`config.mk`:
```
export PLATFORM = sky130hd
export DESIGN_NAME = pwl_eval_ctrl
export DESIGN_NICKNAME = d
export VERILOG_FILES = /design/src/rtl/pwl_pkg.sv /design/src/rtl/pwl_coef_table.sv /design/src/rtl/pwl_eval_ctrl.sv
export SDC_FILE = /design/constraint.sdc
export NUM_CORES = 1
export LEC_CHECK = 0
export CORE_UTILIZATION = 35
export CTS_CLUSTER_SIZE = 24
export DETAILED_ROUTE_END_ITERATION = 7
export PLACE_DENSITY_LB_ADDON = 0.08
export SLEW_MARGIN = 5
export SYNTH_ARGS = -nofsm -noshare
export SYNTH_HDL_FRONTEND = slang
export SYNTH_SLANG_ARGS = --single-unit
```
`constraint.sdc`:
```
create_clock -name clk -period 16.6 [get_ports clk]
set_clock_uncertainty 0.2 [all_clocks]
set_input_delay 4.15 -clock clk [delete_from_list [all_inputs] [get_ports clk]]
set_output_delay 4.15 -clock clk [all_outputs]
set_load 0.02 [all_outputs]
```
`src/rtl/pwl_pkg.sv`:
```
// pwl_pkg: shared definitions for the piecewise-linear evaluator.
//   - pwl_state_e  : controller states
//   - cfg_sel_e    : table select codes for the configuration port
//   - sm_less_than : ordering of sign-magnitude words (-0 sorts below +0)
// No ports; imported by pwl_coef_table and pwl_eval_ctrl.
package pwl_pkg;

  typedef enum logic [2:0] {
    ST_IDLE,
    ST_SEARCH,
    ST_MUL,
    ST_ADD,
    ST_OUT
  } pwl_state_e;

  typedef enum logic [1:0] {
    CFG_SEL_BP   = 2'd0,
    CFG_SEL_M    = 2'd1,
    CFG_SEL_C    = 2'd2,
    CFG_SEL_NONE = 2'd3
  } cfg_sel_e;

  // Magnitudes are zero-extended to this width so one function serves any DW <= 64.
  localparam int unsigned SM_MAG_W = 63;

  // Sign-magnitude strict less-than. Differing signs: the negative operand is
  // smaller, which also places -0 below +0. Same sign: compare magnitudes,
  // with the sense reversed for negatives. Equal words are never less-than.
  function automatic logic sm_less_than(input logic                a_sign,
                                        input logic [SM_MAG_W-1:0] a_mag,
                                        input logic                b_sign,
                                        input logic [SM_MAG_W-1:0] b_mag);
    logic lt;
    if (a_sign != b_sign) begin
      lt = a_sign;
    end else if (!a_sign) begin
      lt = (a_mag < b_mag);
    end else begin
      lt = (a_mag > b_mag);
    end
    return lt;
  endfunction

endpackage

```
`src/rtl/pwl_coef_table.sv`:
```
// pwl_coef_table: breakpoint, slope and intercept storage for pwl_eval_ctrl.
// Ports:
//   clk, rst_n           clock, asynchronous active-low reset (clears every entry)
//   we_i, sel_i          write strobe (already qualified by the controller), target table
//   addr_i, wdata_i      entry index and write value; indices past a table's end are dropped
//   bp_idx_i, bp_o       combinational breakpoint read (NBP entries)
//   coef_idx_i, m_o, c_o combinational slope / intercept read (NBP+1 entries)
module pwl_coef_table
  import pwl_pkg::*;
#(
  parameter int DW  = 32,
  parameter int NBP = 8
) (
  input  logic          clk,
  input  logic          rst_n,
  input  logic          we_i,
  input  logic [1:0]    sel_i,
  input  logic [3:0]    addr_i,
  input  logic [DW-1:0] wdata_i,
  input  logic [3:0]    bp_idx_i,
  input  logic [3:0]    coef_idx_i,
  output logic [DW-1:0] bp_o,
  output logic [DW-1:0] m_o,
  output logic [DW-1:0] c_o
);

  logic [DW-1:0] bp_q [NBP];
  logic [DW-1:0] m_q  [NBP+1];
  logic [DW-1:0] c_q  [NBP+1];

  // Writes decode the address by comparing against each entry index, so an
  // address beyond the selected table simply matches nothing and is dropped.
  always_ff @(posedge clk or negedge rst_n) begin
    if (!rst_n) begin
      for (int i = 0; i < NBP; i++) begin
        bp_q[i] <= '0;
      end
      for (int i = 0; i <= NBP; i++) begin
        m_q[i] <= '0;
        c_q[i] <= '0;
      end
    end else if (we_i) begin
      case (sel_i)
        CFG_SEL_BP: begin
          for (int i = 0; i < NBP; i++) begin
            if (addr_i == 4'(i)) bp_q[i] <= wdata_i;
          end
        end
        CFG_SEL_M: begin
          for (int i = 0; i <= NBP; i++) begin
            if (addr_i == 4'(i)) m_q[i] <= wdata_i;
          end
        end
        CFG_SEL_C: begin
          for (int i = 0; i <= NBP; i++) begin
            if (addr_i == 4'(i)) c_q[i] <= wdata_i;
          end
        end
        default: ;
      endcase
    end
  end

  // Combinational read muxes; an out-of-range index reads as zero.
  always_comb begin
    bp_o = '0;
    m_o  = '0;
    c_o  = '0;
    for (int i = 0; i < NBP; i++) begin
      if (bp_idx_i == 4'(i)) bp_o = bp_q[i];
    end
    for (int i = 0; i <= NBP; i++) begin
      if (coef_idx_i == 4'(i)) begin
        m_o = m_q[i];
        c_o = c_q[i];
      end
    end
  end

endmodule

```
`src/rtl/pwl_eval_ctrl.sv`:
```
// pwl_eval_ctrl: piecewise-linear evaluator y = m[r]*x + c[r], where region r is
// the first breakpoint index with x < bp[r] (NBP when none matches). The
// multiply and add are delegated to shared FP units over req/ack ports.
// Ports:
//   clk, rst_n                       clock, asynchronous active-low reset
//   in_valid/in_ready/in_data        operand handshake (accepted only in IDLE)
//   out_valid/out_ready/out_data     result handshake, out_region = selected region
//   cfg_we/cfg_sel/cfg_addr/cfg_wdata/cfg_ready  table write port, open only in IDLE
//   mul_req/mul_a/mul_b/mul_ack/mul_res          shared multiplier port
//   add_req/add_a/add_b/add_ack/add_res          shared adder port
//   busy                             high whenever not IDLE
// Build option: define PWL_SAT_SKIP_EN to bypass MUL/ADD for the two outer
// regions when their slope magnitude is zero (result is the intercept).
module pwl_eval_ctrl
  import pwl_pkg::*;
#(
  parameter int DW  = 32,
  parameter int NBP = 8
) (
  input  logic          clk,
  input  logic          rst_n,
  input  logic          in_valid,
  output logic          in_ready,
  input  logic [DW-1:0] in_data,
  output logic          out_valid,
  input  logic          out_ready,
  output logic [DW-1:0] out_data,
  output logic [3:0]    out_region,
  input  logic          cfg_we,
  input  logic [1:0]    cfg_sel,
  input  logic [3:0]    cfg_addr,
  input  logic [DW-1:0] cfg_wdata,
  output logic          cfg_ready,
  output logic          mul_req,
  output logic [DW-1:0] mul_a,
  output logic [DW-1:0] mul_b,
  input  logic          mul_ack,
  input  logic [DW-1:0] mul_res,
  output logic          add_req,
  output logic [DW-1:0] add_a,
  output logic [DW-1:0] add_b,
  input  logic          add_ack,
  input  logic [DW-1:0] add_res,
  output logic          busy
);

  localparam logic [3:0] LAST_IDX   = 4'(NBP - 1);
  localparam logic [3:0] REGION_MAX = 4'(NBP);

  pwl_state_e    state_q, state_d;
  logic [DW-1:0] x_q;
  logic [3:0]    idx_q;
  logic [3:0]    region_q;
  logic [DW-1:0] prod_q;
  logic [DW-1:0] out_data_q;

  logic [DW-1:0] bp_rd, m_rd, c_rd;
  logic [3:0]    coef_idx;
  logic          x_lt_bp;
  logic          search_done;
  logic [3:0]    search_region;
  logic          sat_skip;

  pwl_coef_table #(
    .DW  (DW),
    .NBP (NBP)
  ) u_table (
    .clk        (clk),
    .rst_n      (rst_n),
    .we_i       (cfg_we && cfg_ready),
    .sel_i      (cfg_sel),
    .addr_i     (cfg_addr),
    .wdata_i    (cfg_wdata),
    .bp_idx_i   (idx_q),
    .coef_idx_i (coef_idx),
    .bp_o       (bp_rd),
    .m_o        (m_rd),
    .c_o        (c_rd)
  );

  assign x_lt_bp       = sm_less_than(x_q[DW-1],   SM_MAG_W'(x_q[DW-2:0]),
                                      bp_rd[DW-1], SM_MAG_W'(bp_rd[DW-2:0]));
  assign search_done   = x_lt_bp || (idx_q == LAST_IDX);
  assign search_region = x_lt_bp ? idx_q : REGION_MAX;

  // During SEARCH the coefficients are read at the candidate region so the
  // saturation bypass can load the intercept in the same cycle the search ends.
  assign coef_idx = (state_q == ST_SEARCH) ? search_region : region_q;

`ifdef PWL_SAT_SKIP_EN
  assign sat_skip = ((search_region == 4'd0) || (search_region == REGION_MAX)) &&
                    (m_rd[DW-2:0] == '0);
`else
  assign sat_skip = 1'b0;
`endif

  // State register.
  always_ff @(posedge clk or negedge rst_n) begin
    if (!rst_n) begin
      state_q <= ST_IDLE;
    end else begin
      state_q <= state_d;
    end
  end

  // Next-state logic.
  always_comb begin
    state_d = state_q;
    unique case (state_q)
      ST_IDLE:   if (in_valid)  state_d = ST_SEARCH;
      ST_SEARCH: if (search_done) state_d = sat_skip ? ST_OUT : ST_MUL;
      ST_MUL:    if (mul_ack)   state_d = ST_ADD;
      ST_ADD:    if (add_ack)   state_d = ST_OUT;
      ST_OUT:    if (out_ready) state_d = ST_IDLE;
      default:                  state_d = ST_IDLE;
    endcase
  end

  // Datapath registers; acks are only honoured in their own state, so a
  // stray ack after reset lands in IDLE and changes nothing.
  always_ff @(posedge clk or negedge rst_n) begin
    if (!rst_n) begin
      x_q        <= '0;
      idx_q      <= '0;
      region_q   <= '0;
      prod_q     <= '0;
      out_data_q <= '0;
    end else begin
      case (state_q)
        ST_IDLE: begin
          if (in_valid) begin
            x_q   <= in_data;
            idx_q <= '0;
          end
        end
        ST_SEARCH: begin
          if (search_done) begin
            region_q <= search_region;
            if (sat_skip) out_data_q <= c_rd;
          end else begin
            idx_q <= idx_q + 4'd1;
          end
        end
        ST_MUL: if (mul_ack) prod_q <= mul_res;
        ST_ADD: if (add_ack) out_data_q <= add_res;
        default: ;
      endcase
    end
  end

  // Output decode.
  always_comb begin
    in_ready  = 1'b0;
    cfg_ready = 1'b0;
    out_valid = 1'b0;
    mul_req   = 1'b0;
    mul_a     = '0;
    mul_b     = '0;
    add_req   = 1'b0;
    add_a     = '0;
    add_b     = '0;
    unique case (state_q)
      ST_IDLE: begin
        in_ready  = 1'b1;
        cfg_ready = 1'b1;
      end
      ST_MUL: begin
        mul_req = 1'b1;
        mul_a   = m_rd;
        mul_b   = x_q;
      end
      ST_ADD: begin
        add_req = 1'b1;
        add_a   = prod_q;
        add_b   = c_rd;
      end
      ST_OUT: out_valid = 1'b1;
      default: ;
    endcase
  end

  assign busy       = (state_q != ST_IDLE);
  assign out_data   = out_data_q;
  assign out_region = region_q;

endmodule

```
==> run_1/placement_by_type.png <==
The bar under the picture is 100 µm long. Fill, decap, tap and diode cells in grey.
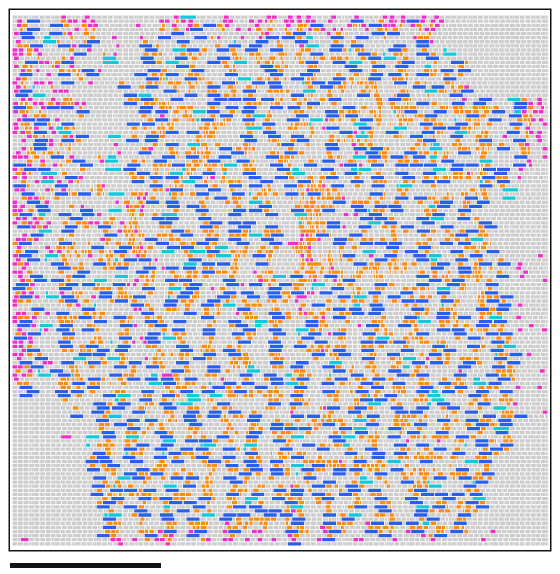
legend:
  orange:
    class: combinational and other logic
    cells: 2,198
    share_of_their_area: 38%
  cyan:
    class: clock drivers and dummy loads
    cells: 202
    share_of_their_area: 7.4%
  blue:
    class: flops
    cells: 939
    share_of_their_area: 47%
  magenta:
    class: other buffers and delay cells
    cells: 404
    share_of_their_area: 7.6%

==> run_1/flops_by_reg.png <==
The bar under the picture is 100 µm long. Other sequential cells in the stronger grey, the rest of the logic in the fainter grey.
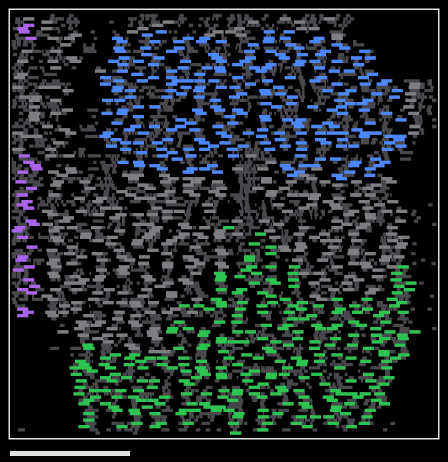
legend:
  green:
    netlist_name: `u_table.c_q`
    placed_flops: 288
  purple:
    netlist_name: `out_data`
    placed_flops: 32
  blue:
    netlist_name: `u_table.bp_q`
    placed_flops: 256
not coloured: 363

==> flow_summary.ini, run 1 <==
; generated from flow reports
[outcome]
status = completed

[sta]
hold_viol_final = 0
setup_violations = 0
finalHoldWorstSlack_ns = 0.287
rsz0062_at_grt = no
setup_slack_ns = 2.56

[yosys]
fp_nets = 3654
synth_cells = 3478
synth-async-reset-ratio_pct = 100
edf_count = 0
synth.largest_area_cell = dfrtp_1
aoi_share_pct = 12.4

[die]
die_w_um = 357
fp.dieH_um = 357
coreArea_mm2 = 0.124
num_io_pins = 311

[power_and_ir_drop]
power_leakage_nw = 24.0
netSwitchingFraction_pct = 35.7
ir_drop_mv = 0.110

[clock_network]
post_cts_resized = 0
clk_pin_slew_ns = 0.06
tritoncts = built
cts_inserted_buffers = 108

[layout]
buf_share_pct = 7.32
reg_top3 = u_table.c_q (288), u_table.m_q (288), u_table.bp_q (256)
final_nets = 3827
comb_cells = 2186
fin_area_mm2 = 0.0525
n_all_buffers = 404

[routing]
top_layer = met5
ant_nets = 0

[global_route]
overflow = 0
grt_start_max_net_pins = 172
grt_antenna_before_repair = 10
grt_pass1_wl_um = 219000
gr-usage-all-layers_pct = 22.9
top_usage_layer = met2
grt_util_met3_pct = 3.80
grt_pass1_vias = 32773

[placed_design]
port-buffer-count = 310
place_ws_ns = 3.35
place_inst = 5178

[setup_path]
cp.required_ns = 12.25
critPathMaxFanout = 26
startpoint_type = register

[worst_hold_path]
hp-class = reg2reg
==> run_1/cell_density.png <==
The die is cut into 36 by 36 equal tiles; black is low, pale yellow is high, 0 to 100% covered.
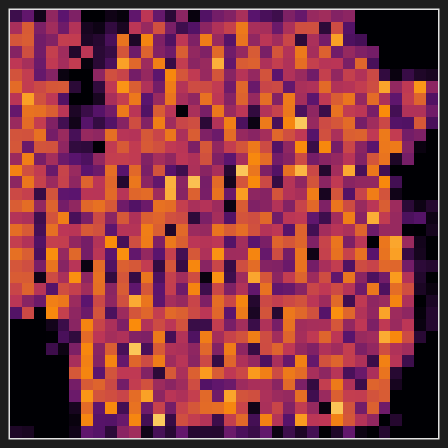
tiles over 75% full: 2.9%
nearly empty tiles: 10%
mean over tiles: 40%
fullest tile: 89%

==> run 1: power groups by stage <==
stage | Combinational [mW] | Clock (mW) | Sequential [mW]
6_report | 2.78 | 2.50 | 3.00
5_1_grt | 2.99 | 2.66 | 3.06
4_1_cts | 2.81 | 2.56 | 3.00
3_5_place_dp | 2.79 | 0 | 3.04
3_3_place_gp | 2.76 | 0 | 3.01
2_1_floorplan | 1.66 | 0 | 2.98
==> run 1: final timing paths <==
check	cells past startpoint	start	to	slack, ns
min	1	u_table.bp_q[147]	u_table.bp_q[147]	0.29
min reg2reg	1	u_table.bp_q[147]	u_table.bp_q[147]	0.29
max reg2reg	20	idx_q[1]	out_region[1]	9.17
max in group asynchronous	4	rst_n	u_table.bp_q[131]	9.64
max	25	idx_q[1]	add_b[21]	2.56
min in group asynchronous	1	rst_n	u_table.c_q[54]	3.26
==> run 1: cells by family after synthesis <==
group	after synthesis
AOI/OAI and AO/OA	732
xor gates and xnor gates	2
adders and majority gates	35
buffers and inverters	353
DFF	939
muxes	972
and+or+nand+nor	445
==> run 1: synth_stat cells (8+ instances only) <==
cell	n
a211oi_1	24
a21o_1	27
a21oi_1	81
a221o_1	75
a221oi_1	76
a22oi_1	83
a31oi_1	45
and2_1	40
and3_1	57
and4_1	14
buf_1	60
buf_2	49
buf_4	11
clkbuf_1	214
dfrtp_1	939
ha_1	35
inv_1	11
mux2_2	926
mux2i_1	40
nand2_1	135
nand3_1	52
nand4_1	10
nor2_1	75
nor3_1	11
nor3b_1	17
o2111a_1	16
o211ai_1	84
o21a_1	19
o21ai_0	100
o221ai_1	8
o2bb2ai_1	13
o31ai_1	19
==> run 1: critical path, delay by kind of cell, from the launching register on <==
kind	cells	cell delay [ns]
compound gates	10	1.86
fa+ha+maj	2	0.67
buf+inv	6	2.51
flops	1	0.50
simple gates	7	3.40
==> run_1/congestion.png <==
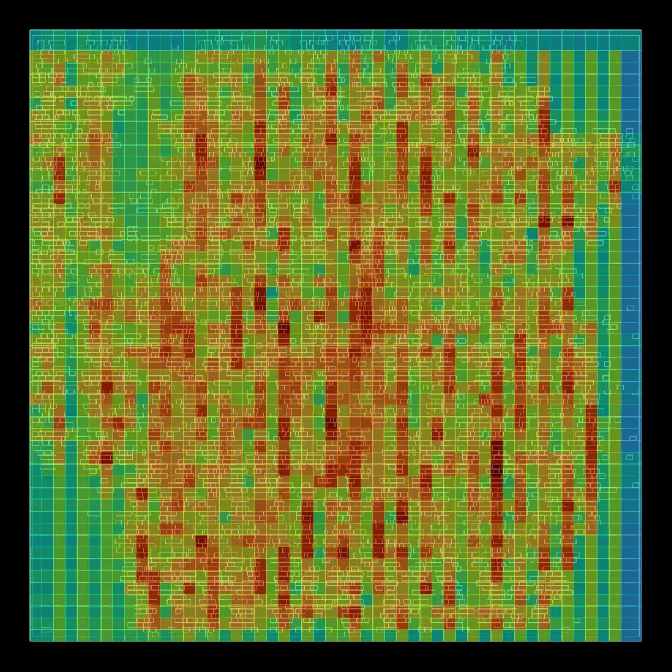

==> inputs of run 2 (changes only) <==
==> constraint.sdc (replaced) <==
create_clock -name clk -period 12 [get_ports clk]
set_clock_uncertainty 0.2 [all_clocks]
set_input_delay 3 -clock clk [delete_from_list [all_inputs] [get_ports clk]]
set_output_delay 3 -clock clk [all_outputs]
set_load 0.02 [all_outputs]
==> run_2/congestion.png <==
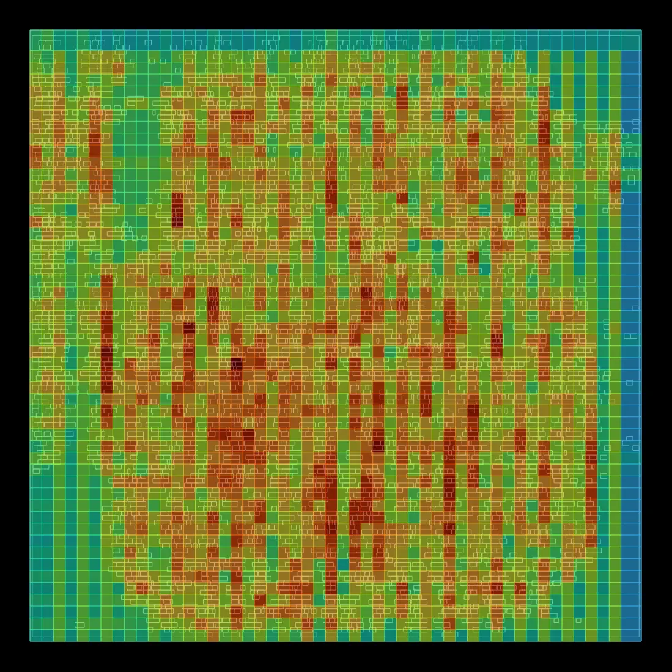
GRT Total Usage: 23.0%
met3 Use GR: 3.57%
Avg WL per Cell: 27.2 µm

==> run_2/flops_by_reg.png <==
The bar under the picture is 100 µm long. Other sequential cells in the stronger grey, the rest of the logic in the fainter grey.
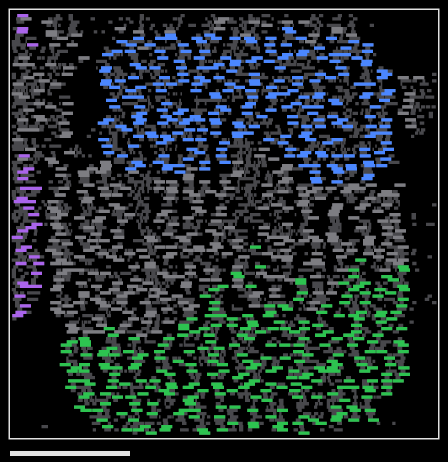
legend:
  blue:
    netlist_name: `u_table.bp_q`
    placed_flops: 256
  green:
    netlist_name: `u_table.c_q`
    placed_flops: 288
  purple:
    netlist_name: `out_data`
    placed_flops: 32
not coloured: 363

==> run_2/placement_by_type.png <==
The bar under the picture is 100 µm long. Fill, decap, tap and diode cells in grey.
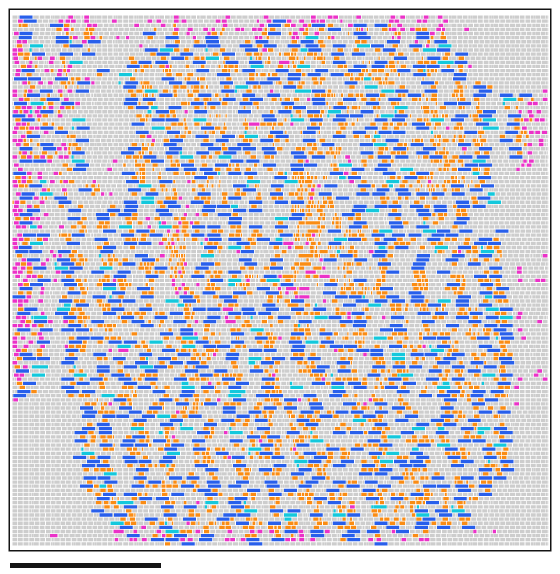
legend:
  orange:
    class: combinational and other logic
    cells: 2,198
    share_of_their_area: 38%
  magenta:
    class: other buffers and delay cells
    cells: 426
    share_of_their_area: 8.0%
  blue:
    class: flops
    cells: 939
    share_of_their_area: 46%
  cyan:
    class: clock drivers and dummy loads
    cells: 207
    share_of_their_area: 7.3%

==> run 2 against run 1 <==
Net effect: register-to-register slack lost 3.9 ns; routed wire length grew 0.43%; combinational power grew about 40%; cell area grew 0.26%; hold slack gained 0.0015 ns; sequential cell count is the same; worst setup slack lost 2.1 ns; sequential power grew 38%; synthesized cell count is the same; utilization grew 0.11 points; critical path type unchanged; highest routed layer unchanged.
==> flow_summary.ini, run 2 <==
; generated from flow reports
[outcome]
status = completed

[routing]
drt_iter0_markers = 2144
via_per_inst = 5.75
drt_drc_violations_left = 0
ant_nets = 0

[yosys]
synth_top_cell_by_count = dfrtp_1
top_area_share_pct = 53.3
synthTopCellsByCount = dfrtp_1 (939), mux2_2 (926), clkbuf_1 (214), nand2_1 (135), o21ai_0 (100)
edf_count = 0
yosysSeqAreaShare_pct = 53.3
synth-async-reset-ratio_pct = 100
synth.distinct_cells = 73
ff_type = dfrtp_1
syn_avg_cell_area_um2 = 12.7
fp_nets = 3654
synth_cells = 3478
synth.largest_area_cell = dfrtp_1
ys_seq_elements = 939

[setup_path]
worst-path-buf-inv = 4
rr_startpoint = idx_q[1]
reg2reg_depth = 20
startpoint = idx_q[1]
worstSetupPathType = reg2out
critPathMaxFanout = 31
timing.reg2reg.setup_slack_ns = 5.31
regToRegEndpoint = out_region[2]
crit_chain = inv_1 > ha_1 > nor4b_2 > buf_4 > a22oi_1 > nor2_1 > a21oi_1 > o211ai_1 > o21ai_0 > o211ai_1 > o21ai_0 > ha_1 > nand4_1 > or3_4 > a31o_1 > a31o_1 > and3_2 > o32ai_4 > and2_1 > buf_4 > a221oi_1 > a31oi_1 > clkdlybuf4s50_1
cp.required_ns = 8.80
startpoint_type = register
cp.depth = 23
crit_family = AND-OR/OR-AND gates
critPathCapture = mul_a[24]

[sta]
max_slew_margin_pct = 12.5
fin_setup_tns_ns = 0
setup_violations = 0
setup_slack_ns = 0.460
hold_viol_final = 0
rsz0062_at_grt = no
finalHoldWorstSlack_ns = 0.289
period_used_pct = 96.2

[layout]
reg_top3 = u_table.c_q (288), u_table.m_q (288), u_table.bp_q (256)
final_nets = 3852
fin_area_mm2 = 0.0527
most-common-layout-cells = dfrtp_1 (939), mux2_2 (926), clkdlybuf4s50_1 (285)

[placed_design]
hpwl_um = 91400
port-buffer-count = 310
place_inst = 5199
place_area_mm2 = 0.0489
place_ws_ns = 0.951

[die]
num_io_pins = 311
coreArea_mm2 = 0.124
fp.dieH_um = 357
die_w_um = 357
die_area_mm2 = 0.127

[clock_network]
cts_num_sinks = 939
clk_pin_slew_ns = 0.05
cts_inserted_buffers = 111
post_cts_resized = 0
tritoncts = built
clk_latency_ns = 0.70

[global_route]
grt_antenna_before_repair = 6
grt_start_max_net_pins = 170
grt_pass1_wl_um = 221000
grt_pass1_vias = 33083
overflow = 0

[power_and_ir_drop]
ir_drop_mv = 0.155
power_leakage_nw = 24.2

[worst_hold_path]
hp-class = reg2reg
run 2: cell count changes in the layout (fill, tap and decap cells not counted), moves of 2 or more:
cell	previous run	this run
buf_4	90	122
clkbuf_1	17	40
clkdlybuf4s50_1	305	285
buf_12	4	12
clkinv_2	25	17
clkinvlp_4	9	1
bufinv_16	11	7
clkbuf_16	111	115
and2_2	5	3
buf_2	4	6
clkinv_8	2	0
diode_2	4	2
run 2: final cells by class:
type                       count  area, µm²
clock inverter                28        329
timing repair buffer         426       4050
inverter                      12       45.0
fill                       11511      71600
multi-input combinational   2186      19300
clock buffer                 179       3360
antenna                        2       5.00
tap                         1637       2050
sequential                   939      23500
run 2: how the worst min path moves through the flow:
stage	cells after the start	end	slack (ns)	start
final	1	u_table.bp_q[146]	0.29	u_table.bp_q[146]
after global routing	1	u_table.c_q[147]	0.30	u_table.c_q[147]
after CTS	1	u_table.bp_q[146]	0.29	u_table.bp_q[146]
after detailed placement	1	u_table.bp_q[146]	0.28	u_table.bp_q[146]
after global placement	1	u_table.bp_q[147]	0.27	u_table.bp_q[147]
after floorplan	1	u_table.bp_q[200]	0.26	u_table.bp_q[200]
run 2: metal layers:
layer	track usage [%]	up-vias	part of all wire (%)
met3	3.57	197	4.9
li1	-	13435	-
met1	31.2	16580	45
met5	0	-	0.028
met4	6.23	6	2.3
met2	38.2	878	48
run 2: kinds of logic (layout without fill, tap and decap cells):
logic type,Yosys count,in the layout,synth area share (%)
muxes,972,972,24.7
AOI/OAI and AO/OA,732,732,12.4
and+or+nand+nor,445,445,5.19
DFF,939,939,53.3
other,0,2,0
buffers and inverters,353,645,3.36
xor gates and xnor gates,2,2,0.0397
adders and majority gates,35,35,0.993
run 2: where the power goes:
group | switching (mW) | internal, mW
Sequential | 0.380 | 3.77
Combinational | 2.33 | 1.57
Clock | 1.36 | 2.05
No activity file was given, so power comes from the tool's default toggle rates.
